==> config.mk <==
export PLATFORM = sky130hd
export DESIGN_NAME = apb_top_wrapped_flat
export DESIGN_NICKNAME = d
export VERILOG_FILES = /design/src/rtl/ahb2apb_pkg.sv /design/src/rtl/apb_if.sv /design/src/rtl/apb_slv_decode.sv /design/src/rtl/apb_top_wrapped.sv /design/src/rtl/apb_top.sv /design/src/flat_wrapper.sv
export SDC_FILE = /design/constraint.sdc
export NUM_CORES = 1
export LEC_CHECK = 0
export CORE_ASPECT_RATIO = 1.5
export CORE_MARGIN = 10
export CORE_UTILIZATION = 41
export CTS_CLUSTER_SIZE = 20
export DETAILED_ROUTE_END_ITERATION = 8
export GPL_ROUTABILITY_DRIVEN = 0
export PLACE_DENSITY = 0.83
export SLEW_MARGIN = 15
export SYNTH_ARGS = -nofsm -noshare
export SYNTH_HDL_FRONTEND = slang
export SYNTH_SLANG_ARGS = --single-unit
==> constraint.sdc <==
create_clock -name hclk -period 4.55 [get_ports hclk]
set_input_delay 0.91 -clock hclk [delete_from_list [all_inputs] [get_ports hclk]]
set_output_delay 0.91 -clock hclk [all_outputs]
set_load 0.05 [all_outputs]
### Metal 2, run 1

(3 px per micron)
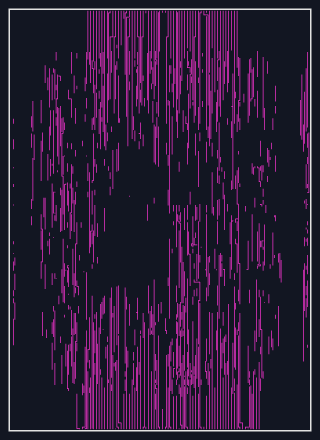
nets with wire on the layer: 547
share of all routed wire: 56%
longest straight run: 49.8 microns
main direction: vertical
Via Count: 2868
final WL: 12110 microns
met2 layer usage reported by global route: 31.36%

### PDN straps and rails, run 1

(3 px per micron) Pins as bars on the die edge.
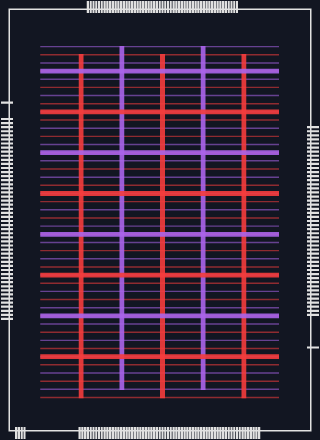
legend:
  VDD:
    colour: purple
  VSS:
    colour: red
met1 rails: 44
rows: 43
die extent in x: 100.0 microns
Chip Height: 140.0 microns
area inside the core boundary: 9308 sq um

### Sequential cells coloured by netlist name, run 1

(3 px per micron) Other sequential cells in the stronger grey, the rest of the logic in the fainter grey.
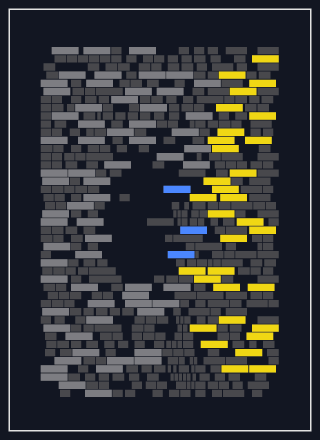
legend:
  u_core.u_top.hrdata_q:
    colour: yellow
    sequential_cells: 32
  u_core.u_top.state_q:
    colour: blue
    sequential_cells: 3
not coloured: 65
fin util: 73.34%
Power Sequential: 1.56 mW
sequential portion of the cell area: 36.66%

### Clock routing, run 1

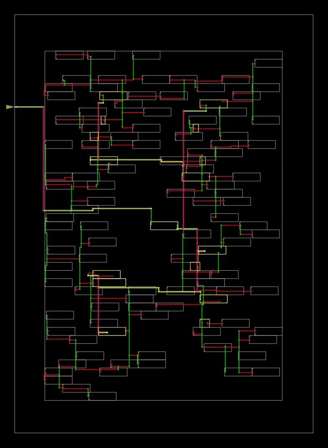
total clock buffers created by CTS: 9
clock network power consumption: 0.754 mW
worst-case clock skew: 0.005651 ns
number of sequential cells: 100
number of clock buffers in the layout: 10

==> impl_results.rst, run 1 <==
Synthesis and place-and-route
=============================

.. list-table::
   :header-rows: 1

   * - Metric
     - Value
   * - Outcome
     - complete, no violations
   * - Most instantiated logic cells after routing
     - sky130_fd_sc_hd__clkdlybuf4s50_1 (185), sky130_fd_sc_hd__dfrtp_1 (100), sky130_fd_sc_hd__mux2_2 (94)
   * - Kind of start point of the critical path
     - input pin
   * - I/O pin count
     - 224
   * - Post-DRT Antenna Nets
     - 0
   * - Ordered list of cells on the worst path
     - clkdlybuf4s50_1 -> nand2b_4 -> nand2b_1 -> buf_4 -> mux2_2 -> buf_12
   * - Cts-stage hold buffer count
     - 0
   * - Met3 Use GR
     - 6.942%
   * - Final routed DRC violation total
     - 0
   * - # Cells Yosys
     - 253
   * - Inst Count DP
     - 575
   * - Share of post-route cells with drive strength above 1
     - 31.52%
   * - Proportion of synthesized flip-flops having asynchronous set or reset
     - 100.0%
   * - Number of diodes added for antenna fixing
     - 0
   * - Hold crit path type
     - reg2reg
   * - Layout fillers
     - 616
   * - Dominant cells by area after synthesis
     - sky130_fd_sc_hd__dfrtp_1 (64%), sky130_fd_sc_hd__mux2_2 (27%), sky130_fd_sc_hd__nor2_1 (1.5%)
   * - Final Instance Count excl. Fillers
     - 591
   * - Worst path top cell family by delay
     - buffers and inverters
   * - Part of the power in combinational logic
     - 63.1%
   * - Least-Margin Pin Slew
     - 1.001 ns
   * - Most instantiated logic cell after routing
     - sky130_fd_sc_hd__clkdlybuf4s50_1
   * - Main flop type
     - sky130_fd_sc_hd__dfrtp_1
   * - Pwr per Cell Area
     - 920.0 nW/um^2
   * - Summed standard-cell area reported by yosys
     - 3939 sq um
   * - Register clock-pin slew on the reported worst setup and hold paths
     - 0.06 ns
   * - Critical Path Sink Type
     - output port
   * - Maximum number of pins on one net before global-route repair
     - 82
   * - Net load switching power
     - 2.921 mW
   * - Setup WS post-layout
     - 1.007 ns
   * - Max layer used
     - met4
   * - Worst vdd ir
     - 0.6306 mV
   * - Vias in the first global route
     - 3200
   * - Vias per std cell
     - 4.853
   * - Top area contributor share
     - 63.53%
   * - Buffers added on ports
     - 219
   * - Critical Setup Path Class
     - in2out
   * - Global-route congestion overflow total
     - 0
   * - P_int
     - 3.359 mW
   * - Share of total power consumed by net switching
     - 46.52%
   * - Number of cells on the worst hold path
     - 1
   * - Post-cts resize count
     - 0
   * - Root buffer cell
     - sky130_fd_sc_hd__clkbuf_16
   * - Busiest metal layer after global routing
     - met2
   * - Number of warnings printed during yosys synthesis
     - 0
   * - Highest-delay cell along the critical path
     - sky130_fd_sc_hd__clkdlybuf4s50_1
   * - CTS tree
     - built
   * - Worst reg2reg path depth
     - 3
   * - Post-Synthesis Cell Area
     - 3939 sq um
   * - Final Instance Area
     - 6827 sq um
   * - Net count of the finished layout
     - 582
   * - TritonCTS sink count
     - 100
   * - Commonest cells in the synthesized netlist
     - sky130_fd_sc_hd__dfrtp_1 (100), sky130_fd_sc_hd__mux2_2 (94), sky130_fd_sc_hd__nor2_1 (16)
   * - Data arrival time of the critical path
     - 2.63 ns
   * - Crit path largest cell delay
     - 0.49 ns
   * - Setup repair after global routing missed its margin
     - no
   * - OpenROAD warning count
     - 30
-- run 1: cell type report --
| cell class | instances | area (sq um) | area share (%) |
|---|---|---|---|
| Sequential cell | 100 | 2502 | 36.66 |
| Clock buffer | 10 | 229.0 | 3.354 |
| Tap cell | 112 | 140.1 | 2.053 |
| Multi-Input combinational cell | 140 | 1353 | 19.81 |
| Timing Repair Buffer | 223 | 2537 | 37.17 |
| Clock inverter | 6 | 65.06 | 0.9531 |
-- run 1: logic make-up after synthesis --
logic type | Yosys count | share of synthesized area (%)
flops | 100 | 63.53
mux | 97 | 27.73
simple gates | 37 | 4.955
buf+inv | 13 | 2.192
compound gates | 5 | 1.366
xor+xnor | 1 | 0.2224
--- run 2 (diff from run 1) ---
CORE_UTILIZATION = 35   (was 41)
PLACE_DENSITY = 0.75   (was 0.83)
clock period = 3.2 ns   (was 4.55 ns; I/O delays follow)
### Clock routing, run 2

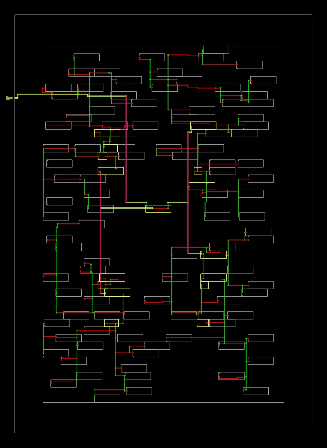
worst-case clock skew: 0.007612 ns
number of clock buffers in the layout: 11
clock network power consumption: 1.07 mW

### Sequential cells coloured by netlist name, run 2

(2 px per micron) Other sequential cells in the stronger grey, the rest of the logic in the fainter grey.
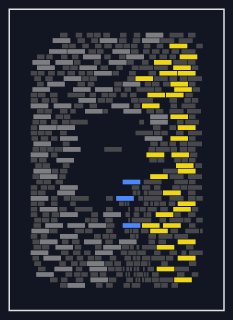
legend:
  u_core.u_top.state_q:
    colour: blue
    sequential_cells: 3
  u_core.u_top.hrdata_q:
    colour: yellow
    sequential_cells: 32
not coloured: 65
sequential cell area in the final layout: 2502 sq um
sequential portion of the cell area: 36.23%
fin util: 62.48%
Power Sequential: 2.20 mW

==> run 2 against run 1 <==
  * Sequential share of layout area decreased by 0.43 points
  * First-iteration DRC count increased by 43%
  * Largest power group unchanged
  * Highest routed layer unchanged
  * Worst hold slack got worse by 0.11 ns
  * Clock skew increased by 0.0020 ns
  * Via count increased by 2.2%
  * Clock-buffer cell count increased by 1
  * Combinational power increased by 43%
  * Utilization decreased by 11 points
  * Synthesized cell count unchanged
  * Non-clock buffer count increased by 1
  * Global-route usage decreased by 2.5 points
  * Final cell count increased by 6.1%
==> impl_results.rst, run 2 <==
Synthesis and place-and-route
=============================

.. list-table::
   :header-rows: 1

   * - Metric
     - Value
   * - Number of warnings printed during yosys synthesis
     - 0 (unchanged)
   * - Multi-input combinational cell area
     - 1358 sq um (+0.37%)
   * - Critical Path Sink Type
     - output port
   * - Top area contributor share
     - 63.53% (unchanged)
   * - Root buffer cell
     - sky130_fd_sc_hd__clkbuf_16
   * - Number of diodes added for antenna fixing
     - 0 (unchanged)
   * - Area added between synthesis and finish
     - 75.38%
   * - Setup repair after global routing missed its margin
     - no
   * - Outcome
     - complete, no violations
   * - Gate count after technology mapping
     - 253
   * - Number of buffers outside the clock class in the layout
     - 224 (+0.45%)
   * - OpenROAD warning count
     - 30 (unchanged)
   * - Summed standard-cell area reported by yosys
     - 3939 sq um (unchanged)
   * - Net count of the finished layout
     - 583 (+0.17%)
   * - # Cells Yosys
     - 253 (unchanged)
   * - Overall Global Routing Usage
     - 14.58%
   * - Final Instance Area
     - 6908 sq um (+1.2%)
   * - Critical Setup Path Class
     - reg2out
   * - Sequential share of the synthesized area
     - 63.53%
   * - Fraction of standard cell area in multi-input logic
     - 19.65% (-0.16 points)
   * - Final routed DRC violation total
     - 0 (unchanged)
   * - Post-route worst hold slack
     - 0.3825 ns
   * - Cell type contributing the most total cell area after synthesis
     - sky130_fd_sc_hd__dfrtp_1
   * - Worst vdd ir
     - 0.6670 mV (+5.8%)
   * - Sum of net half-perimeters after detailed placement
     - 9654 microns
   * - Maximum number of pins on one net before global-route repair
     - 63 (-23%)
   * - Ordered list of cells on the worst path
     - xor2_1 -> nand4b_1 -> nor2_1 -> clkdlybuf4s50_1
   * - Commonest cells in the synthesized netlist
     - sky130_fd_sc_hd__dfrtp_1 (100), sky130_fd_sc_hd__mux2_2 (94), sky130_fd_sc_hd__nor2_1 (16)
   * - Number of cell rows
     - 47
   * - Non-clock buffers, area share
     - 37.17% (about the same)
   * - Crit path largest cell delay
     - 0.81 ns (+0.32 ns)
   * - Vias in the first global route
     - 3235 (+1.1%)
   * - Vias per std cell
     - 4.675 (-3.7%)
   * - Least-Margin Pin Slew
     - 0.9432 ns (-0.05824 ns)
   * - Number of library cell types mapped by synthesis
     - 23
   * - Leading cell category by total area
     - non-clock buffers
   * - Final clock-cell share
     - 4.293% (-0.014 points)
   * - Detailed Route Iter0 Violations
     - 73
   * - Number of tap cells inserted
     - 147 (+31%)
   * - TritonCTS sink count
     - 100 (unchanged)
   * - Worst path depth
     - 4
   * - Global-route wire length before repair
     - 18370 microns
   * - Post-DRT Antenna Nets
     - 0 (unchanged)
   * - Dominant cells by area after synthesis
     - sky130_fd_sc_hd__dfrtp_1 (64%), sky130_fd_sc_hd__mux2_2 (27%), sky130_fd_sc_hd__nor2_1 (1.5%)
   * - Latest clock arrival within the worst-skew pair
     - 0.34 ns
   * - Via Count
     - 2931 (+2.2%)
   * - Die area
     - 15980 sq um
   * - Worst reg2reg path depth
     - 3 (unchanged)
   * - Main flop type
     - sky130_fd_sc_hd__dfrtp_1
   * - Setup WS post-layout
     - 0.1778 ns (-0.8287 ns)
   * - Buffers added on ports
     - 219 (unchanged)
   * - Number of signal-net inverters in the final layout
     - 0 (unchanged)
   * - Post-cts resize count
     - 0 (unchanged)
   * - Setup WS pre-CTS
     - 0.3324 ns
   * - Area inside the core boundary
     - 11060 sq um (+19%)
   * - H-tree depth
     - 3
   * - Pwr per Cell Area
     - 1292 nW/um^2 (+40%)
   * - Final Instance Count excl. Fillers
     - 627 (+6.1%)
   * - Proportion of synthesized flip-flops having asynchronous set or reset
     - 100.0% (unchanged)
   * - Worst path top cell family by delay
     - buffers and inverters
   * - Post-layout total power
     - 8.924 mW
   * - Register clock-pin slew on the reported worst setup and hold paths
     - 0.07 ns (about the same)
   * - Final cycle utilization of the critical path
     - 94.44%
   * - Total clock buffers created by CTS
     - 9 (unchanged)
   * - Global-route congestion overflow total
     - 0 (unchanged)
   * - Final WL
     - 12030 microns (-0.69%)
   * - Chip Height
     - 149.9 microns (+7.1%)
   * - Data arrival time of the critical path
     - 2.38 ns (-0.25 ns)
   * - Most instantiated logic cells after routing
     - sky130_fd_sc_hd__clkdlybuf4s50_1 (181), sky130_fd_sc_hd__dfrtp_1 (100), sky130_fd_sc_hd__mux2_2 (94)
   * - Highest-delay cell along the critical path
     - sky130_fd_sc_hd__clkdlybuf4s50_1
   * - Cts-stage hold buffer count
     - 0 (unchanged)
   * - CTS tree
     - built
   * - Post-Synthesis Cell Area
     - 3939 sq um (unchanged)
   * - Kind of start point of the critical path
     - register
   * - Final Max-Slew Violation Tally
     - 0
   * - I/O pin count
     - 224 (unchanged)
   * - Die extent in x
     - 106.6 microns (+6.6%)
   * - Net count entering floorplan
     - 361
   * - Leakage power total
     - 2.941 nW
   * - Dominant cell by count in the synthesized netlist
     - sky130_fd_sc_hd__dfrtp_1
   * - Share of post-route cells with drive strength above 1
     - 31.87% (+0.35 points)
   * - Inst Count DP
     - 611 (+6.3%)
   * - Number of sequential cells
     - 100 (unchanged)
   * - Number of buffers inserted to repair setup after CTS
     - 0
   * - Multi-input combinational cell count
     - 140 (unchanged)
   * - Layout fillers
     - 897 (+46%)
   * - Hold crit path type
     - in2async
   * - Most instantiated logic cell after routing
     - sky130_fd_sc_hd__clkdlybuf4s50_1
-- run 2: cell counts after synthesis --
Identical to the previous run, type by type.
-- run 2: per-layer routing --
layer  GRT usage, %  vias up  routed length [microns]
met5              0        -                        0
met4          4.552        0                      144
met3          4.950       11                      892
met2          27.10      126                     6619
met1          14.87     1465                     4373
li1               -     1329                        -
-- run 2: where the power goes --
part / internal (mW) / switching, mW / total (mW)
clock: 0.580 / 0.486 / 1.07
combinational: 2.28 / 3.37 / 5.66
sequential: 1.89 / 0.308 / 2.20
-- run 2: cells by family after synthesis --
group,synth area share (%)
xor gates and xnor gates,0.2224
buffers and inverters,2.192
AOI/OAI and AO/OA,1.366
and+or+nand+nor,4.955
DFF,63.53
muxes,27.73
Power and IR drop assume default switching activity.
